## config.mk

```make
export PLATFORM = sky130hd
export DESIGN_NAME = rob_commit
export DESIGN_NICKNAME = d
export VERILOG_FILES = /design/src/rtl/rob_commit.sv
export SDC_FILE = /design/constraint.sdc
export NUM_CORES = 2
export LEC_CHECK = 0
export CORE_MARGIN = 2
export CORE_UTILIZATION = 33
export CTS_CLUSTER_DIAMETER = 150
export DETAILED_ROUTE_END_ITERATION = 16
export PLACE_DENSITY_LB_ADDON = 0.05
export SLEW_MARGIN = 15
export SYNTH_ARGS = -nofsm -noshare
export SYNTH_HDL_FRONTEND = slang
export SYNTH_SLANG_ARGS = --single-unit
export TNS_END_PERCENT = 1
```

## constraint.sdc

```tcl
create_clock -name clk -period 4.45 [get_ports clk]
set_input_delay 0.445 -clock clk [delete_from_list [all_inputs] [get_ports clk]]
set_output_delay 0.445 -clock clk [all_outputs]
set_load 0.005 [all_outputs]
```

## src/rtl/rob_commit.sv

```systemverilog
// In-order retirement buffer: allocates entries at dispatch, records FU results,
// retires the head entry onto a registered commit port, and serves two forwarding reads.
module rob_commit #(
  parameter int ROB_DEPTH     = 32,
  parameter int ROB_IDX_WIDTH = $clog2(ROB_DEPTH)
) (
  input  logic                     clk,
  input  logic                     rst,
  input  logic                     flush,
  // Dispatch allocation
  input  logic                     alloc_valid,
  input  logic [4:0]               alloc_rd_addr,
  input  logic [31:0]              alloc_pc,
  output logic                     alloc_ready,
  output logic [ROB_IDX_WIDTH-1:0] alloc_rob_idx,
  // FU writeback
  input  logic                     wb_valid,
  input  logic [ROB_IDX_WIDTH-1:0] wb_rob_idx,
  input  logic [31:0]              wb_data,
  // Forwarding read ports
  input  logic [ROB_IDX_WIDTH-1:0] rd_idx_a,
  input  logic [ROB_IDX_WIDTH-1:0] rd_idx_b,
  output logic                     rd_done_a,
  output logic                     rd_done_b,
  output logic [31:0]              rd_data_a,
  output logic [31:0]              rd_data_b,
  // Commit port
  output logic                     commit_valid,
  output logic                     commit_regf_we,
  output logic [4:0]               commit_rd_addr,
  output logic [31:0]              commit_data,
  output logic [ROB_IDX_WIDTH-1:0] commit_rob_idx,
  output logic [31:0]              commit_pc,
  // Occupancy
  output logic                     empty,
  output logic                     full
);

  localparam int PTR_W = ROB_IDX_WIDTH + 1;
  localparam logic [PTR_W-1:0] PTR_ONE = PTR_W'(1);

  typedef struct packed {
    logic [4:0]  rd;
    logic [31:0] pc;
    logic [31:0] data;
  } entry_t;

  // Pointers carry an extra wrap bit so full and empty are distinguishable.
  logic [PTR_W-1:0] head_q, head_d;
  logic [PTR_W-1:0] tail_q, tail_d;

  logic [ROB_DEPTH-1:0] valid_q, valid_d;
  logic [ROB_DEPTH-1:0] done_q,  done_d;
  entry_t [ROB_DEPTH-1:0] entry_q, entry_d;

  logic                     commit_valid_q,   commit_valid_d;
  logic                     commit_regf_we_q, commit_regf_we_d;
  logic [4:0]               commit_rd_addr_q, commit_rd_addr_d;
  logic [31:0]              commit_data_q,    commit_data_d;
  logic [ROB_IDX_WIDTH-1:0] commit_rob_idx_q, commit_rob_idx_d;
  logic [31:0]              commit_pc_q,      commit_pc_d;

  logic [ROB_IDX_WIDTH-1:0] head_idx;
  logic [ROB_IDX_WIDTH-1:0] tail_idx;
  logic                     full_w;
  logic                     do_alloc;
  logic                     do_wb;
  logic                     do_retire;

  assign head_idx = head_q[ROB_IDX_WIDTH-1:0];
  assign tail_idx = tail_q[ROB_IDX_WIDTH-1:0];

  assign full_w = (head_idx == tail_idx) && (head_q[PTR_W-1] != tail_q[PTR_W-1]);

  assign empty         = (head_q == tail_q);
  assign full          = full_w;
  assign alloc_ready   = !full_w;
  assign alloc_rob_idx = tail_idx;

  // All three decisions look only at registered state, so a same-cycle
  // writeback to head cannot retire until the following cycle.
  assign do_alloc  = alloc_valid && !full_w;
  assign do_wb     = wb_valid && valid_q[wb_rob_idx];
  assign do_retire = valid_q[head_idx] && done_q[head_idx];

  assign rd_done_a = valid_q[rd_idx_a] && done_q[rd_idx_a];
  assign rd_done_b = valid_q[rd_idx_b] && done_q[rd_idx_b];
  assign rd_data_a = entry_q[rd_idx_a].data;
  assign rd_data_b = entry_q[rd_idx_b].data;

  // NOTE: every always_comb target gets a default first so no path leaves it
  // unassigned; a missing default would infer a latch.
  always_comb begin
    head_d           = head_q;
    tail_d           = tail_q;
    valid_d          = valid_q;
    done_d           = done_q;
    entry_d          = entry_q;
    commit_valid_d   = 1'b0;
    commit_regf_we_d = 1'b0;
    commit_rd_addr_d = commit_rd_addr_q;
    commit_data_d    = commit_data_q;
    commit_rob_idx_d = commit_rob_idx_q;
    commit_pc_d      = commit_pc_q;

    if (flush) begin
      head_d  = '0;
      tail_d  = '0;
      valid_d = '0;
      done_d  = '0;
    end else begin
      if (do_wb) begin
        done_d[wb_rob_idx]       = 1'b1;
        entry_d[wb_rob_idx].data = wb_data;
      end

      if (do_retire) begin
        valid_d[head_idx] = 1'b0;
        head_d            = head_q + PTR_ONE;
        commit_valid_d    = 1'b1;
        commit_regf_we_d  = (entry_q[head_idx].rd != 5'd0);
        commit_rd_addr_d  = entry_q[head_idx].rd;
        commit_data_d     = entry_q[head_idx].data;
        commit_rob_idx_d  = head_idx;
        commit_pc_d       = entry_q[head_idx].pc;
      end

      // Alloc never targets the retiring slot: it is refused when full, and
      // when empty the head entry is not valid so nothing retires.
      if (do_alloc) begin
        valid_d[tail_idx]    = 1'b1;
        done_d[tail_idx]     = 1'b0;
        entry_d[tail_idx].rd = alloc_rd_addr;
        entry_d[tail_idx].pc = alloc_pc;
      end
      if (do_alloc) begin
        tail_d = tail_q + PTR_ONE;
      end
    end
  end

  // NOTE: state flops use non-blocking assignments so every flop samples the
  // pre-edge values regardless of statement order.
  always_ff @(posedge clk) begin
    if (rst) begin
      head_q           <= '0;
      tail_q           <= '0;
      valid_q          <= '0;
      done_q           <= '0;
      commit_valid_q   <= 1'b0;
      commit_regf_we_q <= 1'b0;
      commit_rd_addr_q <= '0;
      commit_data_q    <= '0;
      commit_rob_idx_q <= '0;
      commit_pc_q      <= '0;
    end else begin
      head_q           <= head_d;
      tail_q           <= tail_d;
      valid_q          <= valid_d;
      done_q           <= done_d;
      commit_valid_q   <= commit_valid_d;
      commit_regf_we_q <= commit_regf_we_d;
      commit_rd_addr_q <= commit_rd_addr_d;
      commit_data_q    <= commit_data_d;
      commit_rob_idx_q <= commit_rob_idx_d;
      commit_pc_q      <= commit_pc_d;
    end
  end

  // NOTE: the payload array is deliberately not reset; valid/done gate every
  // use of it, and leaving it out of reset keeps it a plain register file.
  always_ff @(posedge clk) begin
    entry_q <= entry_d;
  end

  assign commit_valid   = commit_valid_q;
  assign commit_regf_we = commit_regf_we_q;
  assign commit_rd_addr = commit_rd_addr_q;
  assign commit_data    = commit_data_q;
  assign commit_rob_idx = commit_rob_idx_q;
  assign commit_pc      = commit_pc_q;

endmodule
```

Signal wires on met1:
Scale bar: 200 um.
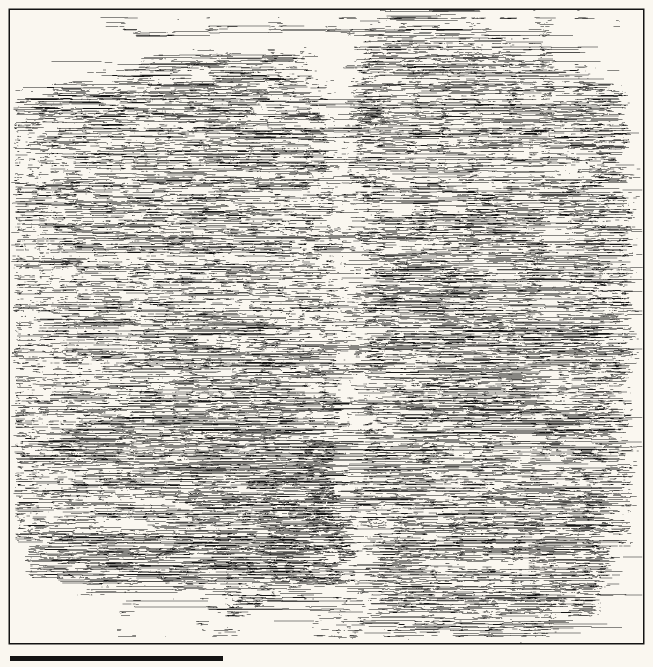
share of all routed wire: 41%
nets with wire on the layer: 7036
wire length on this layer: 188 mm
main direction: horizontal
longest straight run: 106 um
GRT met1 Usage: 33.3%
Vias: 69400
sum of routed wire length over all layers: 456000 um

Metal 2:
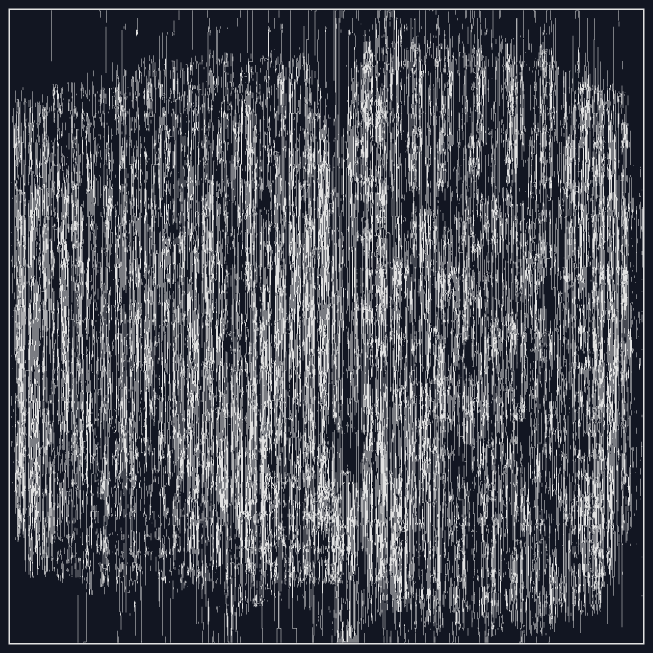
share of all routed wire: 50%
longest straight run: 258 um

==> impl_metrics.toml <==
# synthesis and place-and-route metrics
[global_routing]
grt_antenna_before_repair = 34
grt_overflow = 0
first_global_vias = 71500
grt_use_total_pct = 25.5
grt_start_max_net_pins = 97
grt_pass1_wl_um = 620000

[cells_and_area]
nNonClkBuffers = 562
nets = 7302
lay_top_cells = "sky130_fd_sc_hd__edfxtp_1 (2208), sky130_fd_sc_hd__and2_1 (1191), sky130_fd_sc_hd__mux4_2 (925), sky130_fd_sc_hd__mux2i_1 (617), sky130_fd_sc_hd__o22ai_1 (304)"
registers.top_by_ff_count = "entry_q"
buffer_area_share_pct = 4.80
dominant_class_by_area = "registers"
layout.clock.cell_area_share_pct = 6.89
flop-count = 2360
antenna_cells_inserted = 16
multiInputGateArea_um2 = 43300
post_route_cells_drive_above_1_share_pct = 25.6
stdcell_count = 12000
nNonClkInverters = 6
final_standard_cell_area_without_fillers_um2 = 134000
final_core_util_pct = 38.8
logic_gate_count = 3985
register_area_um2 = 69400
flow.area_growth_from_synthesis_pct = 16.9
mostFrequentLayoutCell = "sky130_fd_sc_hd__edfxtp_1"
largest_register_ffs = 2208

[die]
taps = 4578
die_area_um2 = 352000
design.core.area_um2 = 346000
placement_rows = 216
fp.dieW_um = 594
boundaryPins = 239
fp-utilization_pct = 33.2
die-height_um = 594

[sta]
hold_slack_ns = 0.0737
report.final.hold_viol_count = 0
period_needed_ns = 4.25
tightestPinTransition_ns = 1.14
setup_repair_after_global_routing_missed_its_margin = "false"
final_slew_viol_count = 0
timing.max_slew.rel_slack_pct = 23.6
finalSetupTns_ns = 0
finalSetupViolations = 0

[synth]
yosys_register_bits = 2360
top_logic_kind = "multiplexers"
synthMostInstantiatedCell = "sky130_fd_sc_hd__edfxtp_1"
syn_nets = 7148
post_synth_num_cell_types = 50
mappedNetlistArea_um2 = 115000
syn-instance-count = 7051
adder_share_pct = 0.0873
synth_chip_area_um2 = 115000
dominantRegCellSynth = "sky130_fd_sc_hd__edfxtp_1"
area_fraction_in_mux_cells_pct = 24.2
most_frequent_cells_after_synthesis = "sky130_fd_sc_hd__edfxtp_1 (2208), sky130_fd_sc_hd__and2_1 (1191), sky130_fd_sc_hd__mux4_2 (925)"
xor_share_pct = 0.0840
synth.yosys.num_cells = 7051
synth.top_cells.by_area = "sky130_fd_sc_hd__edfxtp_1 (58%), sky130_fd_sc_hd__mux4_2 (18%), sky130_fd_sc_hd__and2_1 (6.5%), sky130_fd_sc_hd__mux2i_1 (5.4%), sky130_fd_sc_hd__dfxtp_1 (2.7%)"
largest_area_cell = "sky130_fd_sc_hd__edfxtp_1"
yosys.area.top_type_share_pct = 57.8
ys_sh_simple_pct = 8.91
ys_sh_aoi_pct = 3.81
sequential_cell_area_fraction_in_the_yosys_report_pct = 60.5
synthArstFlopShare_pct = 0
yosys_warnings = 0

[power_and_ir_drop]
totalPowerFinal_mw = 49.8
top_power_group = "registers"
p_sw_mw = 11.0
vdd_ir_drop_max_uv = 258
power_clock_mw = 23.5
power.share.combinational_pct = 4.5
seq_power_share_pct = 48.4
power_per_cell_area_nw_per_um2 = 372
pwr-share-clk_pct = 47.2
comb-power_mw = 2.24
p_seq_mw = 24.1
leak_nw = 39.6

[drt]
wl_per_cell_um = 37.9
drcViolationCount = 0
ant_nets = 0
drt_iter0_markers = 6760
post_drt_via_cell_ratio = 5.77

[critical_path]
worst_setup_path_end_kind = "output port"
worst_r2r_endpoint = "commit_data[12]"
timing.critical_path.from_type = "flop"
critical_path_peak_fanout = 19
arrival_ns = 3.80
critPathKind = "flop to output port"
path_buffers = 2
r2r-start = "head_q[3]"
required_time_reported_for_the_critical_path_endpoint_ns = 4.01
regToRegSetupSlack_ns = 0.68

[place]
place.detailed.hpwl_um = 265000
place_congestion = 0.834
io_buffers = 238
dp.cells = 11500

[hold_path]
hold_depth = 1
endpoint_of_the_worst_hold_path = "entry_q[2010]"
hp-class = "input pin to flop"

[cts]
cts-hold-fix-buffers = 0
cts.htree.levels = 5
clkTransAtPathRegs_ns = 0.06
root_buffer = "sky130_fd_sc_hd__clkbuf_16"
cts.repair_timing.setup_buffer_count = 0
postCtsResizedCells = 1
worst_skew_pair_latency_ns = 0.91
cts_tree = "done"

[run]
number_of_maximum_capacitance_violations = 0

[outcome]
outcome = "finished, final reports clean"
Metal 3:
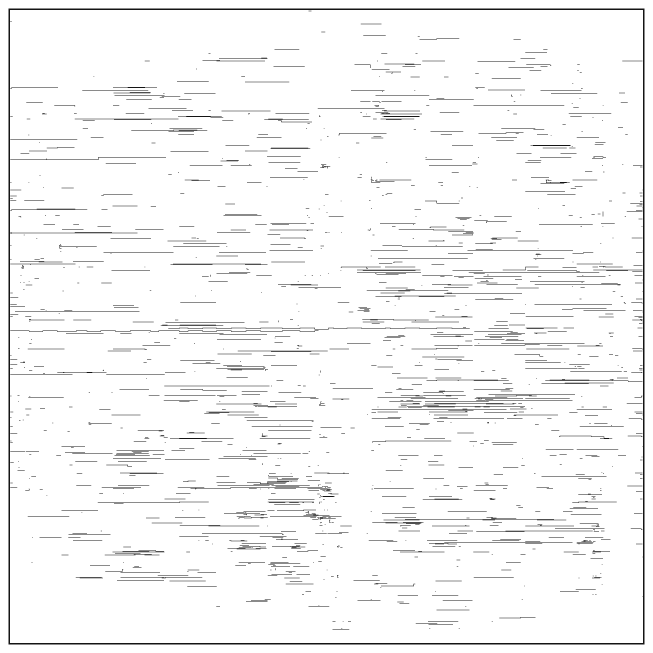
main direction: horizontal
wire length on this layer: 22.4 mm
share of all routed wire: 4.9%
longest straight run: 139 um
nets with wire on the layer: 639
met3 Usage GRT: 2.90%

The metal 4 layer:
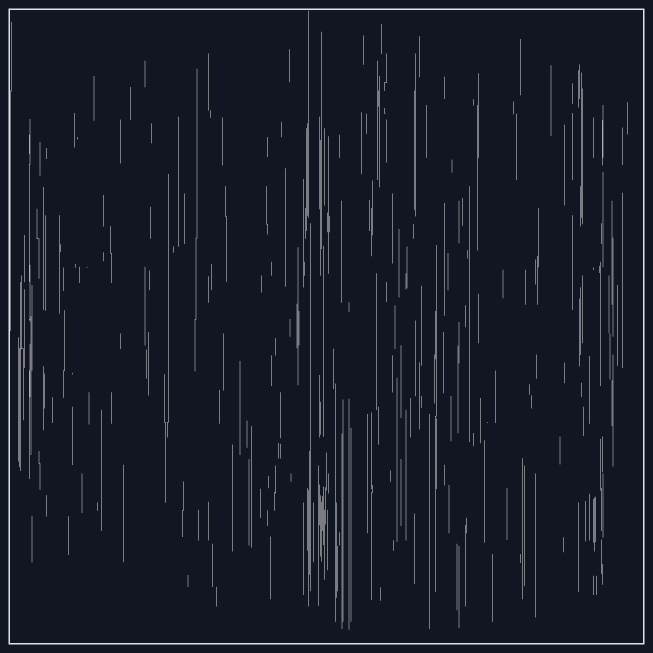
share of all routed wire: 3.9%
wire length on this layer: 17900 um

[per-layer routing]
layer / global-route usage (%) / share of wire (%) / vias up
met5: 0 / 0.015 / -
met4: 9.50 / 3.9 / 10
met3: 2.90 / 4.9 / 705
met2: 43.5 / 50 / 2534
met1: 33.3 / 41 / 37500
li1: - / - / 28600
[worst max path at each step]
stage / from / slack [ns] / end / depth (start not counted)
6_report: head_q[3] / 0.20 / full / 5
4_1_cts: head_q[3] / 0.13 / full / 5
3_5_place_dp: wb_rob_idx[1] / 0.22 / entry_q[833] / 9
2_1_floorplan: head_q[0] / 0.68 / entry_q[1000] / 9
3_3_place_gp: wb_rob_idx[1] / 0.21 / entry_q[835] / 9
5_1_grt: head_q[3] / 0.04 / full / 5
Power is estimated from default activity; no workload was simulated.
